===== src/rtl/ddr_cmd_pkg.sv =====
// ddr_cmd_pkg
// Shared constants and types for the DDR command issuer slice:
//   APP_CMD_WR / APP_CMD_RD : controller native command encodings
//   ADDR_W / BURST_W / DATA_W / MASK_W : command field widths
//   issuer_state_t : issuer FSM states
package ddr_cmd_pkg;

  localparam logic [2:0] APP_CMD_WR = 3'b000;
  localparam logic [2:0] APP_CMD_RD = 3'b001;

  localparam int ADDR_W  = 27;
  localparam int BURST_W = 6;
  localparam int DATA_W  = 128;
  localparam int MASK_W  = 16;

  typedef enum logic [1:0] {
    ST_WAIT_CAL = 2'd0,
    ST_IDLE     = 2'd1,
    ST_ISSUE    = 2'd2,
    ST_WDATA    = 2'd3
  } issuer_state_t;

endpackage


===== src/rtl/ddr_cmd_issuer_if.sv =====
// ddr_cmd_issuer_if
// Bundles the command-FIFO pop side, the DDR3 controller native
// command/write/read channels and the user read-return channel.
//   master : the issuer (pops the FIFO, drives the controller)
//   slave  : the environment (FIFO + controller + read consumer)
interface ddr_cmd_issuer_if;
  import ddr_cmd_pkg::*;

  // command FIFO pop side
  logic                cmd_valid;
  logic                cmd_rdy;
  logic                cmd_type;
  logic [ADDR_W-1:0]   cmd_addr;
  logic [BURST_W-1:0]  cmd_burst_cnt;
  logic [DATA_W-1:0]   cmd_wt_data;
  logic [MASK_W-1:0]   cmd_wt_mask;
  // controller command channel
  logic [2:0]          app_cmd;
  logic                app_cmd_en;
  logic [ADDR_W-1:0]   app_addr;
  logic [BURST_W-1:0]  app_burst_number;
  logic                app_cmd_rdy;
  // controller write-data channel
  logic                app_wr_en;
  logic                app_wr_end;
  logic [DATA_W-1:0]   app_wr_data;
  logic [MASK_W-1:0]   app_wr_mask;
  logic                app_wr_rdy;
  // controller read return and user read channel
  logic                app_rd_valid;
  logic [DATA_W-1:0]   app_rd_data;
  logic                rd_valid;
  logic [DATA_W-1:0]   rd_data;
  logic                rd_last;

  modport master (
    input  cmd_valid, cmd_type, cmd_addr, cmd_burst_cnt, cmd_wt_data, cmd_wt_mask,
    input  app_cmd_rdy, app_wr_rdy, app_rd_valid, app_rd_data,
    output cmd_rdy, app_cmd, app_cmd_en, app_addr, app_burst_number,
    output app_wr_en, app_wr_end, app_wr_data, app_wr_mask,
    output rd_valid, rd_data, rd_last
  );

  modport slave (
    output cmd_valid, cmd_type, cmd_addr, cmd_burst_cnt, cmd_wt_data, cmd_wt_mask,
    output app_cmd_rdy, app_wr_rdy, app_rd_valid, app_rd_data,
    input  cmd_rdy, app_cmd, app_cmd_en, app_addr, app_burst_number,
    input  app_wr_en, app_wr_end, app_wr_data, app_wr_mask,
    input  rd_valid, rd_data, rd_last
  );

endinterface


===== src/rtl/ddr_rd_tracker.sv =====
// ddr_rd_tracker
// Counts outstanding read beats, keeps issued burst lengths in order and
// tags returned beats with a last flag.
//   i_issue/i_issue_len : read command accepted by controller, beats-1
//   i_beat_valid/data   : read beat from controller
//   o_cnt               : outstanding beats
//   o_rd_valid/data/last: registered read beat to user
module ddr_rd_tracker
  import ddr_cmd_pkg::*;
#(
  parameter int MAX_RD_BEATS = 128,
  parameter int CNT_W        = 8
) (
  input  logic               clk,
  input  logic               rst,
  input  logic               i_issue,
  input  logic [BURST_W-1:0] i_issue_len,
  input  logic               i_beat_valid,
  input  logic [DATA_W-1:0]  i_beat_data,
  output logic [CNT_W-1:0]   o_cnt,
  output logic               o_rd_valid,
  output logic [DATA_W-1:0]  o_rd_data,
  output logic               o_rd_last
);

  localparam int AW = $clog2(MAX_RD_BEATS);

  // Every burst is at least one beat, so MAX_RD_BEATS entries always suffice.
  // Head is read asynchronously so rd_last can be decided in the beat's cycle.
  logic [BURST_W-1:0] r_len_mem [MAX_RD_BEATS];
  logic [AW-1:0]      r_wr_ptr;
  logic [AW-1:0]      r_rd_ptr;
  logic [AW:0]        r_fifo_cnt;
  logic [BURST_W-1:0] r_beat_cnt;
  logic [CNT_W-1:0]   r_cnt;
  logic               r_rd_valid;
  logic [DATA_W-1:0]  r_rd_data;
  logic               r_rd_last;

  logic               w_fifo_empty;
  logic               w_head_done;
  logic [CNT_W-1:0]   w_cnt_add;
  logic [CNT_W-1:0]   w_cnt_sub;

  function automatic logic [AW-1:0] ptr_inc(input logic [AW-1:0] p);
    return (p == AW'(MAX_RD_BEATS - 1)) ? '0 : p + 1'b1;
  endfunction

  assign w_fifo_empty = (r_fifo_cnt == '0);
  assign w_head_done  = i_beat_valid && !w_fifo_empty && (r_beat_cnt == r_len_mem[r_rd_ptr]);
  assign w_cnt_add    = i_issue ? CNT_W'(i_issue_len) + CNT_W'(1) : '0;
  // A beat with nothing outstanding is passed through but never decrements.
  assign w_cnt_sub    = (i_beat_valid && (r_cnt != '0)) ? CNT_W'(1) : '0;

  always_ff @(posedge clk) begin
    if (i_issue) begin
      r_len_mem[r_wr_ptr] <= i_issue_len;
    end
  end

  always_ff @(posedge clk) begin
    if (rst) begin
      r_wr_ptr   <= '0;
      r_rd_ptr   <= '0;
      r_fifo_cnt <= '0;
      r_beat_cnt <= '0;
      r_cnt      <= '0;
      r_rd_valid <= 1'b0;
      r_rd_data  <= '0;
      r_rd_last  <= 1'b0;
    end else begin
      if (i_issue) begin
        r_wr_ptr <= ptr_inc(r_wr_ptr);
      end
      if (w_head_done) begin
        r_rd_ptr <= ptr_inc(r_rd_ptr);
      end
      case ({i_issue, w_head_done})
        2'b10:   r_fifo_cnt <= r_fifo_cnt + 1'b1;
        2'b01:   r_fifo_cnt <= r_fifo_cnt - 1'b1;
        default: r_fifo_cnt <= r_fifo_cnt;
      endcase
      if (i_beat_valid && !w_fifo_empty) begin
        r_beat_cnt <= w_head_done ? '0 : r_beat_cnt + 1'b1;
      end
      r_cnt      <= r_cnt + w_cnt_add - w_cnt_sub;
      r_rd_valid <= i_beat_valid;
      r_rd_data  <= i_beat_data;
      r_rd_last  <= w_head_done;
    end
  end

  assign o_cnt      = r_cnt;
  assign o_rd_valid = r_rd_valid;
  assign o_rd_data  = r_rd_data;
  assign o_rd_last  = r_rd_last;

endmodule


===== src/rtl/ddr_cmd_issuer.sv =====
// ddr_cmd_issuer
// Pops commands from the clock-crossing FIFO and issues them on the DDR3
// controller native interface; reads are throttled by an outstanding-beat
// budget, returned read beats are tagged with rd_last.
//   clk, rst      : controller user clock, synchronous active-high reset
//   calib_done    : controller calibration complete
//   bus (master)  : FIFO pop, controller cmd/wr/rd channels, user read channel
//   wr_burst_err  : sticky, a write arrived with burst_cnt != 0
//   busy          : FSM not idle or reads outstanding
// Optional: DDR_CMD_STAT_EN adds stat_wr_cnt/stat_rd_cnt/stat_stall_cnt.
module ddr_cmd_issuer
  import ddr_cmd_pkg::*;
#(
  parameter int MAX_RD_BEATS = 128,
  parameter int CNT_W        = 8
) (
  input  logic             clk,
  input  logic             rst,
  input  logic             calib_done,
  ddr_cmd_issuer_if.master bus,
  output logic             wr_burst_err,
  output logic             busy
`ifdef DDR_CMD_STAT_EN
  ,
  output logic [31:0]      stat_wr_cnt,
  output logic [31:0]      stat_rd_cnt,
  output logic [31:0]      stat_stall_cnt
`endif
);

  issuer_state_t      r_state;
  issuer_state_t      w_state_next;
  logic [2:0]         r_cmd;
  logic [ADDR_W-1:0]  r_addr;
  logic [BURST_W-1:0] r_burst;
  logic [DATA_W-1:0]  r_wt_data;
  logic [MASK_W-1:0]  r_wt_mask;
  logic               r_is_wr;
  logic               r_wr_burst_err;
  logic               r_state_busy;

  logic               w_pop;
  logic               w_cmd_acc;
  logic               w_rd_issue;
  logic               w_rd_fits;
  logic [CNT_W:0]     w_rd_need;
  logic [CNT_W-1:0]   w_rd_cnt;
  logic               w_rd_valid;
  logic [DATA_W-1:0]  w_rd_data;
  logic               w_rd_last;
  logic               w_cmd_rdy;
  logic               w_app_cmd_en;
  logic               w_app_wr_en;

  // One extra bit so outstanding + new burst cannot wrap before the compare.
  assign w_rd_need  = (CNT_W+1)'(w_rd_cnt) + (CNT_W+1)'(bus.cmd_burst_cnt) + (CNT_W+1)'(1);
  assign w_rd_fits  = (w_rd_need <= (CNT_W+1)'(MAX_RD_BEATS));
  assign w_pop      = (r_state == ST_IDLE) && calib_done && bus.cmd_valid &&
                      (bus.cmd_type || w_rd_fits);
  assign w_cmd_acc  = (r_state == ST_ISSUE) && bus.app_cmd_rdy;
  assign w_rd_issue = w_cmd_acc && !r_is_wr;

  always_ff @(posedge clk) begin
    if (rst) begin
      r_state <= ST_WAIT_CAL;
    end else begin
      r_state <= w_state_next;
    end
  end

  always_comb begin
    w_state_next = r_state;
    w_cmd_rdy    = 1'b0;
    w_app_cmd_en = 1'b0;
    w_app_wr_en  = 1'b0;
    case (r_state)
      ST_WAIT_CAL: begin
        if (calib_done) w_state_next = ST_IDLE;
      end
      ST_IDLE: begin
        // calib_done loss is only acted on between commands.
        w_cmd_rdy = w_pop;
        if (!calib_done)  w_state_next = ST_WAIT_CAL;
        else if (w_pop)   w_state_next = ST_ISSUE;
      end
      ST_ISSUE: begin
        w_app_cmd_en = 1'b1;
        if (bus.app_cmd_rdy) w_state_next = r_is_wr ? ST_WDATA : ST_IDLE;
      end
      ST_WDATA: begin
        w_app_wr_en = 1'b1;
        if (bus.app_wr_rdy) w_state_next = ST_IDLE;
      end
      default: w_state_next = ST_WAIT_CAL;
    endcase
  end

  always_ff @(posedge clk) begin
    if (rst) begin
      r_cmd          <= '0;
      r_addr         <= '0;
      r_burst        <= '0;
      r_wt_data      <= '0;
      r_wt_mask      <= '0;
      r_is_wr        <= 1'b0;
      r_wr_burst_err <= 1'b0;
      r_state_busy   <= 1'b0;
    end else begin
      r_state_busy <= (w_state_next != ST_IDLE);
      if (w_pop) begin
        r_cmd     <= bus.cmd_type ? APP_CMD_WR : APP_CMD_RD;
        r_addr    <= bus.cmd_addr;
        // Writes are always a single beat regardless of the requested count.
        r_burst   <= bus.cmd_type ? '0 : bus.cmd_burst_cnt;
        r_wt_data <= bus.cmd_wt_data;
        r_wt_mask <= bus.cmd_wt_mask;
        r_is_wr   <= bus.cmd_type;
        if (bus.cmd_type && (bus.cmd_burst_cnt != '0)) begin
          r_wr_burst_err <= 1'b1;
        end
      end
    end
  end

  ddr_rd_tracker #(
    .MAX_RD_BEATS (MAX_RD_BEATS),
    .CNT_W        (CNT_W)
  ) u_tracker (
    .clk          (clk),
    .rst          (rst),
    .i_issue      (w_rd_issue),
    .i_issue_len  (r_burst),
    .i_beat_valid (bus.app_rd_valid),
    .i_beat_data  (bus.app_rd_data),
    .o_cnt        (w_rd_cnt),
    .o_rd_valid   (w_rd_valid),
    .o_rd_data    (w_rd_data),
    .o_rd_last    (w_rd_last)
  );

  assign bus.cmd_rdy          = w_cmd_rdy;
  assign bus.app_cmd          = r_cmd;
  assign bus.app_cmd_en       = w_app_cmd_en;
  assign bus.app_addr         = r_addr;
  assign bus.app_burst_number = r_burst;
  assign bus.app_wr_en        = w_app_wr_en;
  assign bus.app_wr_end       = w_app_wr_en;
  assign bus.app_wr_data      = r_wt_data;
  assign bus.app_wr_mask      = r_wt_mask;
  assign bus.rd_valid         = w_rd_valid;
  assign bus.rd_data          = w_rd_data;
  assign bus.rd_last          = w_rd_last;
  assign wr_burst_err         = r_wr_burst_err;
  assign busy                 = r_state_busy || (w_rd_cnt != '0);

`ifdef DDR_CMD_STAT_EN
  logic [31:0] r_stat_wr_cnt;
  logic [31:0] r_stat_rd_cnt;
  logic [31:0] r_stat_stall_cnt;

  always_ff @(posedge clk) begin
    if (rst) begin
      r_stat_wr_cnt    <= '0;
      r_stat_rd_cnt    <= '0;
      r_stat_stall_cnt <= '0;
    end else begin
      if (w_cmd_acc && r_is_wr)  r_stat_wr_cnt <= r_stat_wr_cnt + 1'b1;
      if (w_rd_issue)            r_stat_rd_cnt <= r_stat_rd_cnt + 1'b1;
      if (((r_state == ST_ISSUE) && !bus.app_cmd_rdy) ||
          ((r_state == ST_WDATA) && !bus.app_wr_rdy)) begin
        r_stat_stall_cnt <= r_stat_stall_cnt + 1'b1;
      end
    end
  end

  assign stat_wr_cnt    = r_stat_wr_cnt;
  assign stat_rd_cnt    = r_stat_rd_cnt;
  assign stat_stall_cnt = r_stat_stall_cnt;
`endif

endmodule


===== src/flat_wrapper.sv =====
// flat-port wrapper written by rule: the top's interface ports become plain ports
module ddr_cmd_issuer_flat import ddr_cmd_pkg::*;
#(
  parameter int MAX_RD_BEATS = 128,
  parameter int CNT_W        = 8
)
  (clk, rst, calib_done, wr_burst_err, busy, bus_cmd_valid, bus_cmd_type, bus_cmd_addr, bus_cmd_burst_cnt, bus_cmd_wt_data, bus_cmd_wt_mask, bus_app_cmd_rdy, bus_app_wr_rdy, bus_app_rd_valid, bus_app_rd_data, bus_cmd_rdy, bus_app_cmd, bus_app_cmd_en, bus_app_addr, bus_app_burst_number, bus_app_wr_en, bus_app_wr_end, bus_app_wr_data, bus_app_wr_mask, bus_rd_valid, bus_rd_data, bus_rd_last);
  ddr_cmd_issuer_if bus_i ();
  input  logic clk;
  input  logic rst;
  input  logic calib_done;
  output logic wr_burst_err;
  output logic busy;
  input wire logic [$bits(bus_i.cmd_valid)-1:0] bus_cmd_valid;
  input wire logic [$bits(bus_i.cmd_type)-1:0] bus_cmd_type;
  input wire logic [$bits(bus_i.cmd_addr)-1:0] bus_cmd_addr;
  input wire logic [$bits(bus_i.cmd_burst_cnt)-1:0] bus_cmd_burst_cnt;
  input wire logic [$bits(bus_i.cmd_wt_data)-1:0] bus_cmd_wt_data;
  input wire logic [$bits(bus_i.cmd_wt_mask)-1:0] bus_cmd_wt_mask;
  input wire logic [$bits(bus_i.app_cmd_rdy)-1:0] bus_app_cmd_rdy;
  input wire logic [$bits(bus_i.app_wr_rdy)-1:0] bus_app_wr_rdy;
  input wire logic [$bits(bus_i.app_rd_valid)-1:0] bus_app_rd_valid;
  input wire logic [$bits(bus_i.app_rd_data)-1:0] bus_app_rd_data;
  output wire logic [$bits(bus_i.cmd_rdy)-1:0] bus_cmd_rdy;
  output wire logic [$bits(bus_i.app_cmd)-1:0] bus_app_cmd;
  output wire logic [$bits(bus_i.app_cmd_en)-1:0] bus_app_cmd_en;
  output wire logic [$bits(bus_i.app_addr)-1:0] bus_app_addr;
  output wire logic [$bits(bus_i.app_burst_number)-1:0] bus_app_burst_number;
  output wire logic [$bits(bus_i.app_wr_en)-1:0] bus_app_wr_en;
  output wire logic [$bits(bus_i.app_wr_end)-1:0] bus_app_wr_end;
  output wire logic [$bits(bus_i.app_wr_data)-1:0] bus_app_wr_data;
  output wire logic [$bits(bus_i.app_wr_mask)-1:0] bus_app_wr_mask;
  output wire logic [$bits(bus_i.rd_valid)-1:0] bus_rd_valid;
  output wire logic [$bits(bus_i.rd_data)-1:0] bus_rd_data;
  output wire logic [$bits(bus_i.rd_last)-1:0] bus_rd_last;
  assign bus_i.cmd_valid = bus_cmd_valid;
  assign bus_i.cmd_type = bus_cmd_type;
  assign bus_i.cmd_addr = bus_cmd_addr;
  assign bus_i.cmd_burst_cnt = bus_cmd_burst_cnt;
  assign bus_i.cmd_wt_data = bus_cmd_wt_data;
  assign bus_i.cmd_wt_mask = bus_cmd_wt_mask;
  assign bus_i.app_cmd_rdy = bus_app_cmd_rdy;
  assign bus_i.app_wr_rdy = bus_app_wr_rdy;
  assign bus_i.app_rd_valid = bus_app_rd_valid;
  assign bus_i.app_rd_data = bus_app_rd_data;
  assign bus_cmd_rdy = bus_i.cmd_rdy;
  assign bus_app_cmd = bus_i.app_cmd;
  assign bus_app_cmd_en = bus_i.app_cmd_en;
  assign bus_app_addr = bus_i.app_addr;
  assign bus_app_burst_number = bus_i.app_burst_number;
  assign bus_app_wr_en = bus_i.app_wr_en;
  assign bus_app_wr_end = bus_i.app_wr_end;
  assign bus_app_wr_data = bus_i.app_wr_data;
  assign bus_app_wr_mask = bus_i.app_wr_mask;
  assign bus_rd_valid = bus_i.rd_valid;
  assign bus_rd_data = bus_i.rd_data;
  assign bus_rd_last = bus_i.rd_last;
  ddr_cmd_issuer #(.MAX_RD_BEATS(MAX_RD_BEATS), .CNT_W(CNT_W)) u_core (.clk(clk), .rst(rst), .calib_done(calib_done), .bus(bus_i), .wr_burst_err(wr_burst_err), .busy(busy));
endmodule

===== config.mk =====
export PLATFORM = sky130hd
export DESIGN_NAME = ddr_cmd_issuer_flat
export DESIGN_NICKNAME = d
export VERILOG_FILES = /design/src/rtl/ddr_cmd_pkg.sv /design/src/rtl/ddr_cmd_issuer_if.sv /design/src/rtl/ddr_rd_tracker.sv /design/src/rtl/ddr_cmd_issuer.sv /design/src/flat_wrapper.sv
export SDC_FILE = /design/constraint.sdc
export NUM_CORES = 1
export LEC_CHECK = 0
export ABC_AREA = 1
export CORE_ASPECT_RATIO = 0.9
export CORE_MARGIN = 3
export CORE_UTILIZATION = 50
export CTS_BUF_LIST = sky130_fd_sc_hd__clkbuf_8
export CTS_CLUSTER_SIZE = 25
export DETAILED_ROUTE_END_ITERATION = 7
export PLACE_DENSITY = 0.85
export SYNTH_ARGS = -nofsm -noshare
export SYNTH_HDL_FRONTEND = slang
export SYNTH_SLANG_ARGS = --single-unit

===== constraint.sdc =====
create_clock -name clk -period 6.1 [get_ports clk]
set_input_delay 0.61 -clock clk [delete_from_list [all_inputs] [get_ports clk]]
set_output_delay 0.61 -clock clk [all_outputs]
set_load 0.05 [all_outputs]

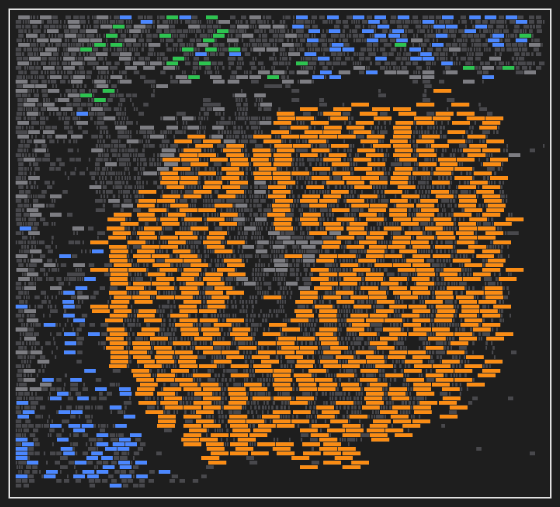
(images/registers.png)
Other sequential cells in the stronger grey, the rest of the logic in the fainter grey.
- `u_core.u_tracker.o_rd_data`: blue (sequential cells 128; where all over the die)
- `u_core.u_tracker.r_len_mem`: orange (sequential cells 768)
- `u_core.bus.app_addr`: green (sequential cells 27)
- not coloured: 201

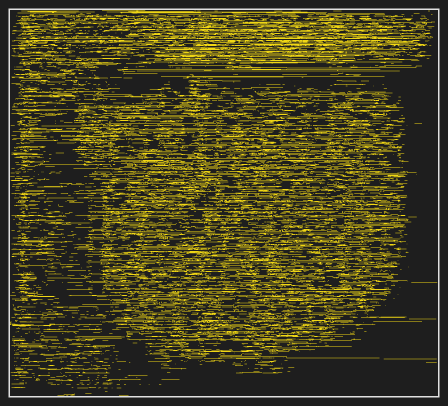
(images/met1.png)
- share of all routed wire: 35%
- nets with wire on the layer: 4,919
- main direction: horizontal
- wire length on this layer: 51.8 mm

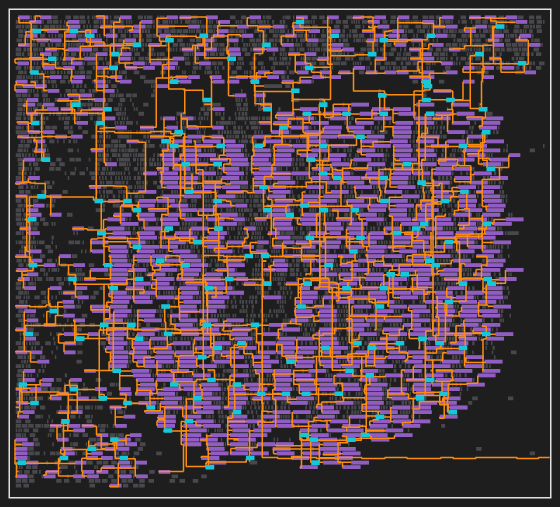
(images/clock_map.png)
- clock wires: orange (length 13,800 um)
- cells driving clock nets: cyan (count 176)
- flip-flops: purple (count 1,124)
- flops lie: all over the die
- routed clock nets: 177

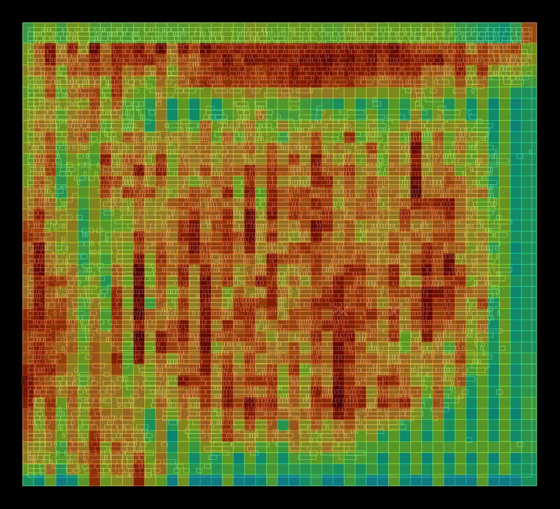
(images/final_congestion.png)
Tot GR Track Use: 0.314
routing usage on met3: 0.120

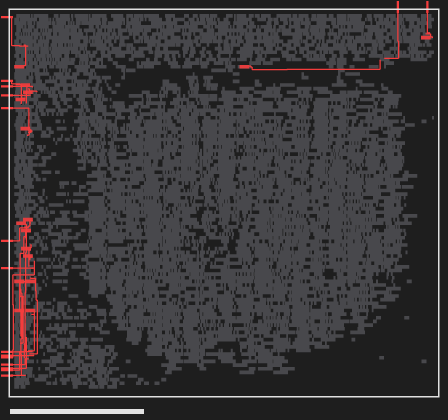
(images/port_nets.png)
Bar = 100 um.
- `bus_app_wr_mask`: red (direction output; end cells 16; buffers 16; wire 1,080 um)

==> results.env <==
STATUS='finished with violations'
FAILED_CHECKS='DRC'
LEAKAGEPOWER_nW=20.4
POST-DP-HPWL_UM=101000
POST_DRT_VIA_CELL_RATIO=5.68
CRITICAL_PATH.ENDPOINT='u_core.u_tracker.r_fifo_cnt[7]'
ROUTEDLENGTHMET1_UM=51800
USE_MET1=0.381
DRT_FIRST_ITER_VIOLATIONS=5402
HOLDCRITSTARTPOINT='rst'
TIMING.CRITICAL_PATH.TO_TYPE='flop'
POST_ROUTE_CELLS_DRIVE_ABOVE_1_SHARE=0.0653
GRT.OVERFLOW.TOTAL=0
WORST_SKEW_PAIR.LATE_LATENCY_NS=0.86
CLOCKBUFFERDEPTH=3
SEQ_AREA_FRAC_SYNTH=0.680
FIN_UTIL=0.624
AOI_SHARE=0.0294
PLACEMENT.IO_BUFFERS=626
START_KIND='flop'
POST-ROUTE-WORST-SETUP-SLACK_NS=0.715
WORST_HOLD_PATH.ENDPOINT='u_core.u_tracker.o_rd_data[105]'
VIAS_IN_THE_FIRST_GLOBAL_ROUTE=33200
INVERTERS=229
REG2REG_SLACK_NS=0.71
AREA_SHARE_NONCLK_BUFFERS=0.125
HOLD-WORST-SLACK_NS=0.218
NUMBER_OF_SETUP_BUFFERS_ADDED_AFTER_CTS=0
POST_CTS_RESIZED=0
CLOCK_BUFFERS=199
WORST_PATH_LARGEST_CELL_DELAY_NS=0.54
FINAL-COMB-AREA_SQ_UM=11900
SYNTH_SIMPLE_GATE_AREA_SHARE=0.226
GLOBALROUTE.BUSIESTLAYER='met2'
COMB-CELL-SHARE=0.218
YOSYS_AREA_SQ_UM=44400
FF_COUNT=1124
ASYNC_RESET_FF_FRAC=0
FP.DIEAREA_SQ_UM=92400
DRC_ERRORS=5
DOMINANTREGCELLSYNTH='sky130_fd_sc_hd__edfxtp_1'
LAYOUT_TOP_CELLS_EXCL_FILL_TAP='942 x sky130_fd_sc_hd__nand2_1, 768 x sky130_fd_sc_hd__edfxtp_1, 745 x sky130_fd_sc_hd__nand3_1'
N_TAP_CELL=1155
LAYOUT.COMB_GATES.MULTI_INPUT=2699
ENDPOINT_OF_THE_WORST_REGISTER_TO_REGISTER_PATH='u_core.u_tracker.r_fifo_cnt[7]'
VIAS=35400
SETUP_VIOL_COUNT_FINAL=0
HOLD_CLASS='input pin to flop'
ANTENNA_FOUND_INITIAL=26
DRT-WIRELENGTH-PER-CELL_UM=24.1
SEQ_AREA_FRAC=0.551
CORE_UTIL_FLOORPLAN=0.505
CRITICAL-PATH-TOP-DELAY-FAMILY='simple AND/OR/NAND/NOR gates'
GATE_COUNT_AFTER_TECHNOLOGY_MAPPING=4303
PATH_COMMON_CELL='sky130_fd_sc_hd__nand2_1'
POSTSYNTHAREAPERCELL_SQ_UM=10.3
CP_MAX_FO=149
CLK_TRANSITION_REPORTED_PATHS_NS=0.06
AREA_SHARE_CLOCK_BUF_INV=0.0626
RSZ0062_AT_GRT='false'
SEQUENTIAL_CELL_AREA_SQ_UM=30200
USE_MET2=0.485
SLEW_VIOLATIONS=0
LAYOUT_TOP_CELL_EXCL_FILL_TAP='sky130_fd_sc_hd__nand2_1'
GRT_MAX_DEGREE=193
TIMING.CRITICAL_PATH.ARRIVAL_NS=6.12
TRITONCTS='built'
LAYOUT.NON_CLOCK_BUFFERS=684
==> Yosys cell counts (8+ instances only) <==
library cell / number / area (sq um)
sky130_fd_sc_hd__buf_1: 8 / 30.0
sky130_fd_sc_hd__nand3_1: 749 / 3750
sky130_fd_sc_hd__clkbuf_1: 81 / 304
sky130_fd_sc_hd__nor3_1: 13 / 65.1
sky130_fd_sc_hd__nor2_1: 673 / 2530
sky130_fd_sc_hd__ha_1: 31 / 388
sky130_fd_sc_hd__nand2_1: 943 / 3540
sky130_fd_sc_hd__buf_4: 47 / 353
sky130_fd_sc_hd__edfxtp_1: 768 / 23100
sky130_fd_sc_hd__a21oi_1: 34 / 170
sky130_fd_sc_hd__buf_6: 25 / 282
sky130_fd_sc_hd__inv_1: 223 / 837
sky130_fd_sc_hd__buf_2: 91 / 455
sky130_fd_sc_hd__dfxtp_1: 356 / 7130
sky130_fd_sc_hd__o21ai_0: 195 / 976
sky130_fd_sc_hd__xor2_1: 11 / 96.3
==> where the power goes <==
part	total, mW	leakage, nW	switching, mW	internal [mW]
Sequential	8.37	9.01	0.135	8.23
Clock	6.23	1.99	3.05	3.18
Combinational	4.09	9.42	2.80	1.29
Total	18.7	20.4	5.99	12.7
==> sequential cells by signal, summed over array words and instances, names as in the netlist, 6 cells and up, named ones only <==
signal                       count
u_core.u_tracker.r_len_mem     768
u_core.bus.app_wr_data         128
u_core.u_tracker.o_rd_data     128
u_core.bus.app_addr             27
u_core.bus.app_wr_mask          16
u_core.u_tracker.o_cnt           8
u_core.u_tracker.r_fifo_cnt      8
u_core.u_tracker.r_rd_ptr        7
u_core.u_tracker.r_wr_ptr        7
u_core.bus.app_burst_number      6
u_core.u_tracker.r_beat_cnt      6
Power figures rest on the tool's default switching activity, not on a simulated workload.
